$ cat src/rtl/led_panel_receiver_pkg.sv
// Shared definitions for the HUB75 row receiver: pin-bundle field widths,
// drain FSM encoding and the default row length.
package led_panel_receiver_pkg;

  localparam int RGB_W        = 3;
  localparam int ADDR_W       = 5;
  localparam int PIX_W        = 2 * RGB_W;
  localparam int DEFAULT_COLS = 64;

  typedef enum logic {
    ST_IDLE  = 1'b0,
    ST_DRAIN = 1'b1
  } drain_state_e;

  function automatic logic [PIX_W-1:0] pack_pixel(input logic [RGB_W-1:0] rgb0,
                                                  input logic [RGB_W-1:0] rgb1);
    return {rgb0, rgb1};
  endfunction

endpackage

$ cat src/rtl/led_panel_receiver_sync_edge.sv
// Multi-flop synchronizer with rising-edge detect; the edge history clears on
// reset so no stale level can be reported as an edge.
module led_sync_edge #(
  parameter int STAGES = 2
) (
  input  logic clk_i,
  input  logic rst_ni,
  input  logic d_i,
  output logic rise_o
);

  logic [STAGES-1:0] sync_q;
  logic              prev_q;

  // synchronizer chain and edge history
  always_ff @(posedge clk_i or negedge rst_ni) begin
    if (!rst_ni) begin
      sync_q <= '0;
      prev_q <= 1'b0;
    end else begin
      sync_q <= {sync_q[STAGES-2:0], d_i};
      prev_q <= sync_q[STAGES-1];
    end
  end

  assign rise_o = sync_q[STAGES-1] & ~prev_q;

endmodule

$ cat src/rtl/led_panel_receiver.sv
// HUB75 panel receiver: shifts pins into a row buffer on sclk, hands complete
// rows to a drain buffer on latch and streams them out over valid/ready.
module led_panel_receiver
  import led_panel_receiver_pkg::*;
#(
  parameter int COLS        = DEFAULT_COLS,
  parameter int SYNC_STAGES = 2
) (
  input  logic                      clk,
  input  logic                      reset_n,
  input  logic [RGB_W-1:0]          led_rgb0,
  input  logic [RGB_W-1:0]          led_rgb1,
  input  logic [ADDR_W-1:0]         led_addr,
  input  logic                      led_blank,
  input  logic                      led_latch,
  input  logic                      led_sclk,
  output logic                      row_valid,
  input  logic                      row_ready,
  output logic [$clog2(COLS)-1:0]   row_x,
  output logic [ADDR_W-1:0]         row_addr,
  output logic [RGB_W-1:0]          row_rgb0,
  output logic [RGB_W-1:0]          row_rgb1,
  output logic                      row_last,
  output logic                      len_err,
  output logic                      ovf_err,
  output logic                      blank_seen
);

  localparam int XW      = $clog2(COLS);
  localparam int CW      = XW + 1;
  localparam int DSYNC_W = 2 * RGB_W + ADDR_W + 1;
  localparam logic [CW-1:0] CNT_FULL = CW'(COLS);
  localparam logic [CW-1:0] CNT_MAX  = {CW{1'b1}};
  localparam logic [XW-1:0] X_LAST   = XW'(COLS - 1);

  logic                              sclk_rise_s;
  logic                              latch_rise_s;
  logic [SYNC_STAGES-1:0][DSYNC_W-1:0] dsync_q;
  logic [RGB_W-1:0]                  rgb0_s;
  logic [RGB_W-1:0]                  rgb1_s;
  logic [ADDR_W-1:0]                 addr_s;
  logic                              blank_s;
  logic [PIX_W-1:0]                  pixel_s;

  logic [CW-1:0]                     count_q, count_d, count_base_s;
  logic [COLS-1:0][PIX_W-1:0]        shift_buf_q;
  logic [COLS-1:0][PIX_W-1:0]        drain_buf_q;
  drain_state_e                      state_q, state_d;
  logic [XW-1:0]                     row_x_q, row_x_d, x_inc_s;
  logic [ADDR_W-1:0]                 row_addr_q, row_addr_d;
  logic [PIX_W-1:0]                  row_pix_q, row_pix_d;
  logic                              row_last_q, row_last_d;
  logic                              blank_q, blank_d;
  logic                              len_err_q, len_err_d;
  logic                              ovf_err_q, ovf_err_d;
  logic                              accept_s;

  led_sync_edge #(.STAGES(SYNC_STAGES)) u_sclk_sync (
    .clk_i (clk),
    .rst_ni(reset_n),
    .d_i   (led_sclk),
    .rise_o(sclk_rise_s)
  );

  led_sync_edge #(.STAGES(SYNC_STAGES)) u_latch_sync (
    .clk_i (clk),
    .rst_ni(reset_n),
    .d_i   (led_latch),
    .rise_o(latch_rise_s)
  );

  // plain synchronizers for the data, address and blank pins
  always_ff @(posedge clk or negedge reset_n) begin
    if (!reset_n) begin
      dsync_q <= '0;
    end else begin
      dsync_q <= {dsync_q[SYNC_STAGES-2:0], led_rgb0, led_rgb1, led_addr, led_blank};
    end
  end

  assign {rgb0_s, rgb1_s, addr_s, blank_s} = dsync_q[SYNC_STAGES-1];
  assign pixel_s  = pack_pixel(rgb0_s, rgb1_s);
  assign accept_s = latch_rise_s && (count_q == CNT_FULL) && (state_q == ST_IDLE);
  assign x_inc_s  = row_x_q + XW'(1);

  // latch clears the count before a coincident shift is counted
  always_comb begin
    count_base_s = latch_rise_s ? '0 : count_q;
    if (sclk_rise_s && (count_base_s != CNT_MAX)) begin
      count_d = count_base_s + CW'(1);
    end else begin
      count_d = count_base_s;
    end
  end

  // shift buffer: newest pixel enters at the top so the first lands in column 0
  always_ff @(posedge clk or negedge reset_n) begin
    if (!reset_n) begin
      shift_buf_q <= '0;
      drain_buf_q <= '0;
      count_q     <= '0;
    end else begin
      count_q <= count_d;
      if (sclk_rise_s) begin
        shift_buf_q <= {pixel_s, shift_buf_q[COLS-1:1]};
      end
      if (accept_s) begin
        drain_buf_q <= shift_buf_q;
      end
    end
  end

  // drain FSM next state and registered row outputs
  always_comb begin
    state_d    = state_q;
    row_x_d    = row_x_q;
    row_addr_d = row_addr_q;
    row_pix_d  = row_pix_q;
    row_last_d = row_last_q;
    blank_d    = blank_q;
    len_err_d  = latch_rise_s && (count_q != CNT_FULL);
    ovf_err_d  = latch_rise_s && (state_q == ST_DRAIN);
    case (state_q)
      ST_IDLE: begin
        if (accept_s) begin
          state_d    = ST_DRAIN;
          row_x_d    = '0;
          row_pix_d  = shift_buf_q[0];
          row_last_d = 1'b0;
          row_addr_d = addr_s;
          blank_d    = blank_s;
        end else begin
          state_d = ST_IDLE;
        end
      end
      ST_DRAIN: begin
        if (row_ready && row_last_q) begin
          state_d    = ST_IDLE;
          row_x_d    = '0;
          row_last_d = 1'b0;
        end else if (row_ready) begin
          row_x_d    = x_inc_s;
          row_pix_d  = drain_buf_q[x_inc_s];
          row_last_d = (x_inc_s == X_LAST);
        end else begin
          state_d = ST_DRAIN;
        end
      end
      default: begin
        state_d = ST_IDLE;
      end
    endcase
  end

  // drain FSM and output registers
  always_ff @(posedge clk or negedge reset_n) begin
    if (!reset_n) begin
      state_q    <= ST_IDLE;
      row_x_q    <= '0;
      row_addr_q <= '0;
      row_pix_q  <= '0;
      row_last_q <= 1'b0;
      blank_q    <= 1'b0;
      len_err_q  <= 1'b0;
      ovf_err_q  <= 1'b0;
    end else begin
      state_q    <= state_d;
      row_x_q    <= row_x_d;
      row_addr_q <= row_addr_d;
      row_pix_q  <= row_pix_d;
      row_last_q <= row_last_d;
      blank_q    <= blank_d;
      len_err_q  <= len_err_d;
      ovf_err_q  <= ovf_err_d;
    end
  end

  assign row_valid              = (state_q == ST_DRAIN);
  assign row_x                  = row_x_q;
  assign row_addr               = row_addr_q;
  assign {row_rgb0, row_rgb1}   = row_pix_q;
  assign row_last               = row_last_q;
  assign blank_seen             = blank_q;
  assign len_err                = len_err_q;
  assign ovf_err                = ovf_err_q;

endmodule

$ cat config.mk
export PLATFORM = sky130hd
export DESIGN_NAME = led_panel_receiver
export DESIGN_NICKNAME = d
export VERILOG_FILES = /design/src/rtl/led_panel_receiver_pkg.sv /design/src/rtl/led_panel_receiver_sync_edge.sv /design/src/rtl/led_panel_receiver.sv
export SDC_FILE = /design/constraint.sdc
export NUM_CORES = 2
export LEC_CHECK = 0
export CORE_MARGIN = 5
export CORE_UTILIZATION = 27
export CTS_BUF_LIST = sky130_fd_sc_hd__clkbuf_8 sky130_fd_sc_hd__clkbuf_16
export DETAILED_ROUTE_END_ITERATION = 7
export PLACE_DENSITY = 0.37
export SLEW_MARGIN = 20
export SYNTH_ARGS = -nofsm -noshare
export SYNTH_HDL_FRONTEND = slang
export SYNTH_HIERARCHICAL = 1
export SYNTH_SLANG_ARGS = --single-unit
$ cat constraint.sdc
create_clock -name clk -period 5.5 [get_ports clk]
set_clock_uncertainty 0.2 [all_clocks]
set_input_delay 1.65 -clock clk [delete_from_list [all_inputs] [get_ports clk]]
set_output_delay 1.65 -clock clk [all_outputs]
set_load 0.01 [all_outputs]
### Clock network drawn from the DEF

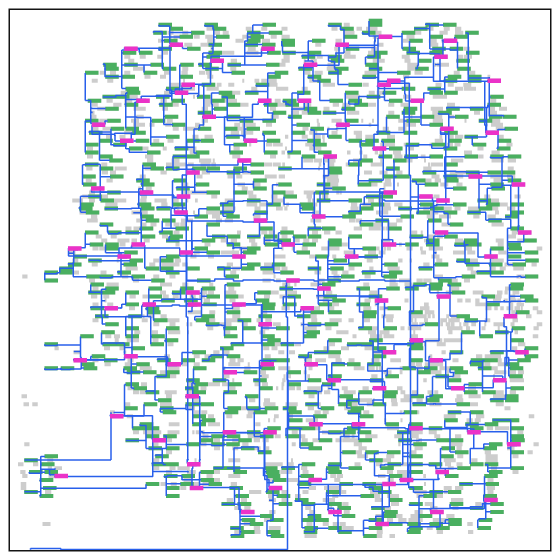
[magenta] clock-net drivers | count: 100
[blue] clock wires | length: 13100 µm
[green] flip-flops | count: 827
routed clock nets: 101
flops lie: spread over the die

==> PnR_summary.wiki <==
== Flow metrics ==
{| class="wikitable"
! Metric !! Value
|-
| Mux share || 34.0%
|-
| Arrival time at the worst endpoint || 2430 ps
|-
| Count of hold buffers inserted by post-cts repair || 0
|-
| Clock slew at reported path FFs || 60 ps
|-
| Delay of the slowest critical-path stage || 680 ps
|-
| Tool Warnings || 33
|-
| Boundary pin count || 39
|-
| Outcome || finished clean
|-
| Area figure in the yosys stat output || 0.0346 mm²
|-
| Fin crit period || 4280 ps
|-
| Unique masters post-synth || 43
|-
| Largest logic family || multiplexers
|-
| Nets at Floorplan || 2073
|-
| Std cell rows || 131
|-
| Cell area after synthesis || 0.0346 mm²
|-
| CTS Sinks || 827
|-
| Via count || 17137
|-
| Proportion of synthesized flip-flops having asynchronous set or reset || 100%
|-
| Global placer's final weighted congestion || 0.694
|-
| Flops out of synthesis || 827
|-
| Commonest non-fill, non-tap cell in the layout || sky130_fd_sc_hd__dfrtp_1
|-
| Number of instances resized during post-cts repair || 0
|-
| Routed WL || 75600 µm
|-
| Number of cells in the design after placement || 3667
|-
| Vias in the first global route || 19344
|-
| Post-CTS setup buffer count || 0
|-
| Chip width || 368 µm
|-
| P&R area growth vs syn || 15.0%
|-
| Dominant Register Cell || sky130_fd_sc_hd__dfrtp_1
|-
| Area fraction in compound gates || 0.749%
|-
| Total routing usage reported by global routing || 11.4%
|-
| FF-to-FF setup slack || 2000 ps
|-
| Number of synthesis warnings || 6
|-
| Post-Syn Instances || 2053
|-
| Req. time, crit path || 3650 ps
|-
| Cell at the root of the clock tree || sky130_fd_sc_hd__clkbuf_16
|-
| CTS max path bufs || 3
|-
| Power Dens Cells || 339 mW/mm²
|-
| Number of setup violations in the final report || 0
|-
| Final hold vios || 0
|-
| Basic-gate share of the synthesized area counting and, or, nand and nor cells || 2.23%
|-
| Clock tree from TritonCTS || yes
|-
| Iter 0 DRT Violations || 725
|-
| Area fraction in full adders, half adders and majority gates || 0.109%
|-
| Total Nets Final || 2127
|-
| Antenna violations before repair || 1
|-
| Worst-Margin Slew || 1150 ps
|-
| Detailed Routing Iterations Pass 1 || 4
|-
| Kind of start point of the critical path || flop
|-
| GR Overflow Total || 0
|-
| Critical path class || reg2out
|-
| Post-Route Setup TNS || 0 ps
|-
| Hpwl dp || 42600 µm
|-
| Chip Area || 0.135 mm²
|-
| Max H-tree Level || 3
|-
| Yosys cell count || 2053
|-
| Hold Path Stages || 0
|}
### Cell outlines without signal wires

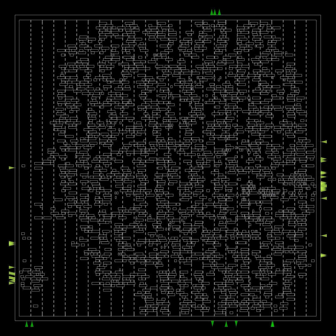
number of flip-flops and latches: 827
sequential portion of the cell area: 52.1%
final-layout fill cell count: 12361

cells by family (layout without fill, tap and decap cells):
| logic type | Yosys count | in the layout |
|---|---|---|
| adder cells (fa/ha/maj) | 3 | 3 |
| XOR/XNOR | 12 | 12 |
| AND-OR/OR-AND | 36 | 36 |
| flip-flops | 827 | 827 |
| buffers and inverters | 130 | 254 |
| AND/OR/NAND/NOR | 164 | 164 |
| multiplexers | 881 | 881 |
Yosys cell counts (all sizes together), types with 5 or more instances:
master	instances	area share, %
a22oi	5	0.11
a32oi	11	0.28
nand3	34	0.49
nor2b	7	0.17
mux2i	11	0.32
mux4	96	6.3
buf	62	2.0
nor2	9	0.098
o21ai	7	0.10
a31oi	6	0.11
mux2	774	27
clkbuf	65	0.71
dfrtp	827	60
nand4	12	0.22
xor2	6	0.15
nand2	89	0.97
xnor2	6	0.15
cell type report:
type                       instances  area [µm²]
clock inverter                    50         268
timing repair buffer              79         906
inverter                           3        11.3
clock buffer                     122        2830
sequential                       827       20700
tap                             1662        2080
multi-input combinational       1096       13000
fill                           12361       87600
critical path: cells and delay by family (launching register included):
family,cells,cell delay (ps)
flops,1,440
buf+inv,2,1300
layer usage:
layer  track usage [%]  share of wire, %  vias up
met1              16.4                49     9205
met4              3.77               2.4        0
met3              2.12               3.9      116
li1                  -                 -     7596
met5                 0                 0        -
met2              17.4                45      220
worst paths after layout:
check,endpoint,start
worst max-delay path,row_x[0],row_x[0]
worst min-delay path,dsync_q[21],dsync_q[9]
worst max register to register,row_pix_q[1],row_x[1]
worst min register to register,dsync_q[21],dsync_q[9]
max in group asynchronous,drain_buf_q[296],reset_n
min in group asynchronous,shift_buf_q[362],reset_n
sequential cells by signal, summed over array words and instances (netlist names):
| signal | cells |
|---|---|
| u_sclk_sync/prev_q | 1 |
| count_q | 7 |
| len_err | 1 |
| row_valid | 1 |
| u_latch_sync/prev_q | 1 |
| row_addr | 5 |
| u_sclk_sync/sync_q | 2 |
| row_x | 6 |
| row_last | 1 |
| row_pix_q | 6 |
| addr_s | 5 |
| ovf_err | 1 |
| u_latch_sync/sync_q | 2 |
| shift_buf_q | 384 |
| drain_buf_q | 384 |
| blank_seen | 1 |
| blank_s | 1 |
| dsync_q | 18 |
power breakdown:
part / switching (mW) / internal [mW] / total, mW
Clock: 2.57 / 3.68 / 6.25
Combinational: 0.264 / 0.313 / 0.577
Sequential: 0.245 / 6.42 / 6.66
through the flow:
step	utilization, %	instance area (µm²)	hold WS (ps)	total power, mW
final	31.2	39800	148	13.5
after global routing	31.2	39800	162	14.1
after CTS	31.2	39800	153	13.8
after detailed placement	28.8	36700	140	7.37
after global placement	28.8	36700	132	7.34
after floorplan	-	34600	131	7.05
Power and IR drop assume default switching activity.
